$ cat config.mk
export PLATFORM = sky130hd
export DESIGN_NAME = moment_divider_flat
export DESIGN_NICKNAME = d
export VERILOG_FILES = /design/src/rtl/moment_divider_if.sv /design/src/rtl/moment_divider.sv /design/src/flat_wrapper.sv
export SDC_FILE = /design/constraint.sdc
export NUM_CORES = 1
export LEC_CHECK = 0
export CAP_MARGIN = 25
export CORE_UTILIZATION = 52
export CTS_CLUSTER_DIAMETER = 200
export CTS_CLUSTER_SIZE = 28
export DETAILED_ROUTE_END_ITERATION = 8
export PLACE_DENSITY_LB_ADDON = 0.12
export SLEW_MARGIN = 25
export SYNTH_ARGS = -nofsm -noshare
export SYNTH_HDL_FRONTEND = slang
export SYNTH_SLANG_ARGS = --single-unit
$ cat constraint.sdc
create_clock -name Clk -period 4.5 [get_ports Clk]
set_clock_uncertainty 0.1 [all_clocks]
set_input_delay 0.675 -clock Clk [delete_from_list [all_inputs] [get_ports Clk]]
set_output_delay 0.675 -clock Clk [all_outputs]
set_load 0.1 [all_outputs]
$ cat src/rtl/moment_divider_if.sv
// Handshake and operand/result bundle between the flow controller and the
// fixed-point momentum divider. Operands and results are carried as raw bit
// vectors and interpreted as two's-complement fixed-point by both sides.
interface moment_divider_if #(
   parameter int DATA_WIDTH = 32
);
   logic                  div_start;
   logic [DATA_WIDTH-1:0] dividend;
   logic [DATA_WIDTH-1:0] divisor;
   logic [DATA_WIDTH-1:0] quotient;
   logic                  div_valid;
   logic                  div_busy;
   logic                  div_by_zero;
   logic                  div_sat;

   // Controller side: issues requests, consumes results.
   modport master (
      output div_start, dividend, divisor,
      input  quotient, div_valid, div_busy, div_by_zero, div_sat
   );

   // Divider side: consumes requests, produces results.
   modport slave (
      input  div_start, dividend, divisor,
      output quotient, div_valid, div_busy, div_by_zero, div_sat
   );
endinterface

$ cat src/rtl/moment_divider.sv
// Signed fixed-point divider computing velocity = momentum / density.
// Magnitudes are divided with a restoring shift-subtract loop, one quotient
// bit per cycle MSB-first, then the sign is applied and the result clamped
// to the representable range. A zero divisor short-circuits to a saturated
// result without entering the iteration loop.
module moment_divider #(
   parameter int DATA_WIDTH = 32,
   parameter int FRAC_BITS  = 16
) (
   input logic          Clk,
   input logic          Reset,
   moment_divider_if.slave div_if
);

   localparam int ITER  = DATA_WIDTH + FRAC_BITS;
   localparam int CNT_W = $clog2(ITER + 1);

   localparam logic [ITER-1:0]       NEG_LIM = ITER'(1) << (DATA_WIDTH - 1);
   localparam logic [ITER-1:0]       POS_LIM = NEG_LIM - ITER'(1);
   localparam logic [DATA_WIDTH-1:0] MAX_Q   = {1'b0, {(DATA_WIDTH-1){1'b1}}};
   localparam logic [DATA_WIDTH-1:0] MIN_Q   = {1'b1, {(DATA_WIDTH-1){1'b0}}};

   typedef enum logic [1:0] {IDLE, CALC, DONE} state_t;

   state_t                state, state_nxt;
   logic [CNT_W-1:0]      cnt;
   logic [ITER-1:0]       dvd;        // dividend magnitude, quotient bits shift in at the LSB
   logic [DATA_WIDTH-1:0] dvs;        // divisor magnitude
   logic [DATA_WIDTH-1:0] rem;        // partial remainder, always < dvs
   logic                  sign;
   logic [DATA_WIDTH-1:0] quotient_q;
   logic                  by_zero_q;
   logic                  sat_q;

   logic                  accept;
   logic                  div_zero;
   logic                  last_step;
   logic [DATA_WIDTH-1:0] abs_dividend;
   logic [DATA_WIDTH-1:0] abs_divisor;
   logic [DATA_WIDTH:0]   trial;
   logic                  q_bit;
   logic [DATA_WIDTH-1:0] rem_nxt;
   logic [ITER-1:0]       dvd_nxt;
   logic [DATA_WIDTH-1:0] result;
   logic                  result_sat;

   // A request is taken whenever no division is running; reset has priority.
   assign accept    = div_if.div_start && (state != CALC) && !Reset;
   assign div_zero  = (div_if.divisor == '0);
   assign last_step = (state == CALC) && (cnt == CNT_W'(ITER - 1));

   // Magnitudes are unsigned, so the most negative operand maps to 2^(N-1) without wrapping.
   assign abs_dividend = div_if.dividend[DATA_WIDTH-1] ? -div_if.dividend : div_if.dividend;
   assign abs_divisor  = div_if.divisor[DATA_WIDTH-1]  ? -div_if.divisor  : div_if.divisor;

   // State register.
   always_ff @(posedge Clk) begin
      // NOTE: all clocked state uses non-blocking assignments so every register samples pre-edge values.
      if (Reset) state <= IDLE;
      else       state <= state_nxt;
   end

   // Next-state decode.
   always_comb begin
      // NOTE: a default ahead of the case keeps every path assigned, so no latch is inferred.
      state_nxt = state;
      unique case (state)
         IDLE, DONE: begin
            if (accept) state_nxt = div_zero ? DONE : CALC;
            else        state_nxt = IDLE;
         end
         CALC:    if (last_step) state_nxt = DONE;
         default: state_nxt = IDLE;
      endcase
   end

   // Handshake outputs are pure functions of the state.
   always_comb begin
      div_if.div_valid = (state == DONE);
      div_if.div_busy  = (state == CALC);
   end

   // One restoring step: shift the next dividend bit into the remainder and subtract if it fits.
   always_comb begin
      trial   = {rem, dvd[ITER-1]};
      q_bit   = (trial >= {1'b0, dvs});
      rem_nxt = q_bit ? (trial[DATA_WIDTH-1:0] - dvs) : trial[DATA_WIDTH-1:0];
      dvd_nxt = {dvd[ITER-2:0], q_bit};
   end

   // Sign application and clamping of the final magnitude.
   always_comb begin
      result     = '0;
      result_sat = 1'b0;
      if (!sign) begin
         result_sat = (dvd_nxt > POS_LIM);
         result     = result_sat ? MAX_Q : dvd_nxt[DATA_WIDTH-1:0];
      end else begin
         result_sat = (dvd_nxt > NEG_LIM);
         result     = result_sat ? MIN_Q : -dvd_nxt[DATA_WIDTH-1:0];
      end
   end

   // Iteration counter and registered result/status, held until the next completion.
   always_ff @(posedge Clk) begin
      if (Reset) begin
         cnt        <= '0;
         quotient_q <= '0;
         by_zero_q  <= 1'b0;
         sat_q      <= 1'b0;
      end else if (accept) begin
         cnt <= '0;
         if (div_zero) begin
            quotient_q <= div_if.dividend[DATA_WIDTH-1] ? MIN_Q : MAX_Q;
            by_zero_q  <= 1'b1;
            sat_q      <= 1'b1;
         end
      end else if (last_step) begin
         quotient_q <= result;
         by_zero_q  <= 1'b0;
         sat_q      <= result_sat;
      end else if (state == CALC) begin
         cnt <= cnt + CNT_W'(1);
      end
   end

   // Operand datapath, loaded on acceptance and stepped while calculating.
   always_ff @(posedge Clk) begin
      // NOTE: no reset here; these registers are fully reloaded on every accepted request before use.
      if (accept) begin
         dvd  <= ITER'(abs_dividend) << FRAC_BITS;
         dvs  <= abs_divisor;
         rem  <= '0;
         sign <= div_if.dividend[DATA_WIDTH-1] ^ div_if.divisor[DATA_WIDTH-1];
      end else if (state == CALC) begin
         dvd <= dvd_nxt;
         rem <= rem_nxt;
      end
   end

   assign div_if.quotient    = quotient_q;
   assign div_if.div_by_zero = by_zero_q;
   assign div_if.div_sat     = sat_q;

endmodule

$ cat src/flat_wrapper.sv
// flat-port wrapper written by rule: the top's interface ports become plain ports
module moment_divider_flat 
#(
   parameter int DATA_WIDTH = 32,
   parameter int FRAC_BITS  = 16
)
  (Clk, Reset, div_if_div_start, div_if_dividend, div_if_divisor, div_if_quotient, div_if_div_valid, div_if_div_busy, div_if_div_by_zero, div_if_div_sat);
  moment_divider_if #(.DATA_WIDTH(DATA_WIDTH)) div_if_i ();
  input logic Clk;
  input logic Reset;
  input wire logic [$bits(div_if_i.div_start)-1:0] div_if_div_start;
  input wire logic [$bits(div_if_i.dividend)-1:0] div_if_dividend;
  input wire logic [$bits(div_if_i.divisor)-1:0] div_if_divisor;
  output wire logic [$bits(div_if_i.quotient)-1:0] div_if_quotient;
  output wire logic [$bits(div_if_i.div_valid)-1:0] div_if_div_valid;
  output wire logic [$bits(div_if_i.div_busy)-1:0] div_if_div_busy;
  output wire logic [$bits(div_if_i.div_by_zero)-1:0] div_if_div_by_zero;
  output wire logic [$bits(div_if_i.div_sat)-1:0] div_if_div_sat;
  assign div_if_i.div_start = div_if_div_start;
  assign div_if_i.dividend = div_if_dividend;
  assign div_if_i.divisor = div_if_divisor;
  assign div_if_quotient = div_if_i.quotient;
  assign div_if_div_valid = div_if_i.div_valid;
  assign div_if_div_busy = div_if_i.div_busy;
  assign div_if_div_by_zero = div_if_i.div_by_zero;
  assign div_if_div_sat = div_if_i.div_sat;
  moment_divider #(.DATA_WIDTH(DATA_WIDTH), .FRAC_BITS(FRAC_BITS)) u_core (.Clk(Clk), .Reset(Reset), .div_if(div_if_i));
endmodule
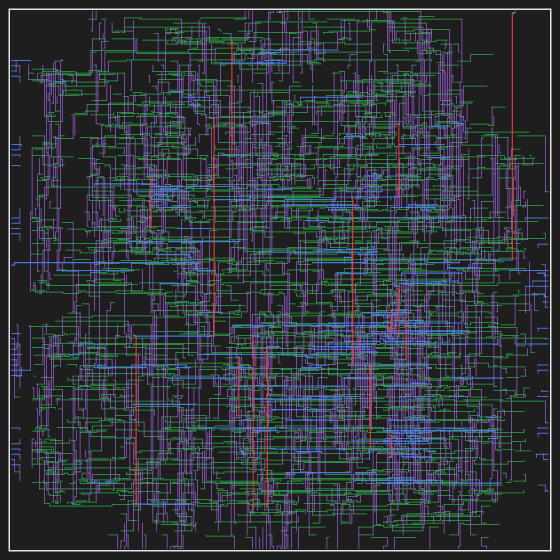
(wiring by layer)
- red: M4 (wire length 439 um)
- green: M1 (wire length 12200 um)
- blue: M3 (wire length 1720 um)
- purple: M2 (wire length 12200 um)

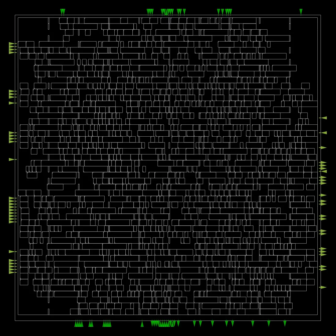
(cell placement)
Non-Filler Instances: 1477
Seq/total area: 31.6%
flip-flops: 155
FP Rows: 50
FILL cells: 1629

cell type report:
type                            instances  share of cell area, %
Antenna cell                            1                 0.0211
Clock buffer                           23                   4.29
Clock inverter                          9                  0.674
Inverter                               67                   2.12
Multi-Input combinational cell        849                   47.9
Sequential cell                       155                   31.6
Tap cell                              234                   2.46
Timing Repair Buffer                  139                   10.9
kinds of logic after synthesis:
| logic type | Yosys count | share of synthesized area [%] |
|---|---|---|
| AND-OR/OR-AND | 364 | 24.2 |
| AND/OR/NAND/NOR | 327 | 16.9 |
| flip-flops | 155 | 38.0 |
| buffers and inverters | 135 | 5.28 |
| XOR/XNOR | 100 | 8.86 |
| adder cells (fa/ha/maj) | 37 | 4.76 |
| multiplexers | 21 | 2.13 |
how the worst max path moves through the flow:
stage / start / endpoint / slack, ps / cells after the start
2_1_floorplan: u_core.dvs[1]$_DFFE_PP_ / u_core.div_if.quotient[14]$_SDFFE_PP0P_ / -70 / 20
3_3_place_gp: u_core.dvs[1]$_DFFE_PP_ / u_core.div_if.quotient[14]$_SDFFE_PP0P_ / 140 / 18
3_5_place_dp: u_core.dvs[1]$_DFFE_PP_ / u_core.div_if.quotient[14]$_SDFFE_PP0P_ / 110 / 18
4_1_cts: u_core.dvs[1]$_DFFE_PP_ / u_core.div_if.quotient[11]$_SDFFE_PP0P_ / 60 / 18
5_1_grt: u_core.dvs[1]$_DFFE_PP_ / u_core.div_if.quotient[14]$_SDFFE_PP0P_ / -60 / 18
6_report: u_core.dvs[1]$_DFFE_PP_ / u_core.div_if.quotient[14]$_SDFFE_PP0P_ / 160 / 18
per-layer routing:
layer  track usage, %  vias up
met4             8.44        0
li1                 -     4393
met5                0        -
met1             38.1     4279
met2             45.1      369
met3             4.21       44
synth_stat cells (all sizes together), types with 16 or more instances:
cell type / number / area share, %
o21ai: 129 / 6.6
nand2: 111 / 4.2
dfxtp: 90 / 18
xnor2: 67 / 5.9
inv: 66 / 2.5
a21oi: 65 / 3.4
edfxtp: 65 / 20
clkbuf: 52 / 2.0
nor2: 50 / 1.9
ha: 36 / 4.6
nand3: 34 / 1.8
xor2: 33 / 2.9
nor3: 32 / 1.7
o31ai: 31 / 2.4
a21o: 23 / 1.7
mux2i: 21 / 2.1
a22oi: 18 / 1.4
or4: 17 / 1.4
buf: 16 / 0.76
through the flow:
stage,setup WS [ps],area (sq um),hold WS [ps],instances
after global placement,140,11200,339,1438
after CTS,57.2,11800,349,1470
after detailed placement,106,11200,340,1438
after global routing,-56.0,11900,364,1476
final,155,11900,343,1477
after floorplan,-66.1,9950,334,1139
flip-flops by register name, summed over array words and instances, names as in the netlist:
name and count:
u_core.rem 32, u_core.state 2, u_core.div_if.quotient 32, u_core.div_if.div_sat 1
u_core.dvd 48, u_core.cnt 6, u_core.div_if.div_by_zero 1, u_core.dvs 32
u_core.sign 1
power groups by stage:
stage	clock network, mW	logic [mW]	registers [mW]
final	1.45	2.37	1.81
after global routing	1.52	2.61	1.84
after CTS	1.46	2.32	1.81
after detailed placement	0	2.30	1.84
after global placement	0	2.29	1.83
after floorplan	0	1.80	1.79
what timing repair did:
item                       4_1_cts  5_1_grt
gates resized                    0        9
setup endpoints to repair        0       18
hold buffers                     0        0
buffers inserted                 0        6
==> changes_impl.md <==
### Metrics

* Crit start category: flop
* Critical Path, Cell by Cell: inv_1, ha_1, nor2b_4, o31a_1, o31a_1, o31a_1, o211a_1, o21ai_4, and2_4, ha_4, or3b_4, or3_4, or3_4, nor3_2, xnor2_1, o221ai_1, a22oi_1, nor2_1
* Grt ovf at 0
* Flops & latches, synth at 155
* Hold Path End: u_core.div_if.quotient[20]$_SDFFE_PP0P_
* Clk root buf: clkbuf_16
* CP peak stage delay at 420 ps
* Yosys chip area at between 9000 and 10000 sq um
* Reg area at 3750 sq um
* WL met1 at approximately 12000 um
* Register-to-Register Path Depth at 18
* CP max-delay cell: or3b_4
* Power Density at 474 nW/um^2
* Clk network pwr share at 25.7%
* CP Max Fanout at 5
* Met3 WL at 1720 um
* Port Buf Inserts at 102
* Met2 routed WL at 12200 um
* Tool warnings at 28
* Seq pwr share at between 30 and 40%
* Area grow syn2layout at 20.2%
* Seq share, synth at 38.0%
* Syn Nets at 1243
* Max Fclk at 230 MHz
* Buf/Inv on CP at 1
* Die width at about 140 um
* Status: completed
* Combinational share of power at a little over two fifths
* YS warnings at 0
Power and IR drop assume default switching activity.
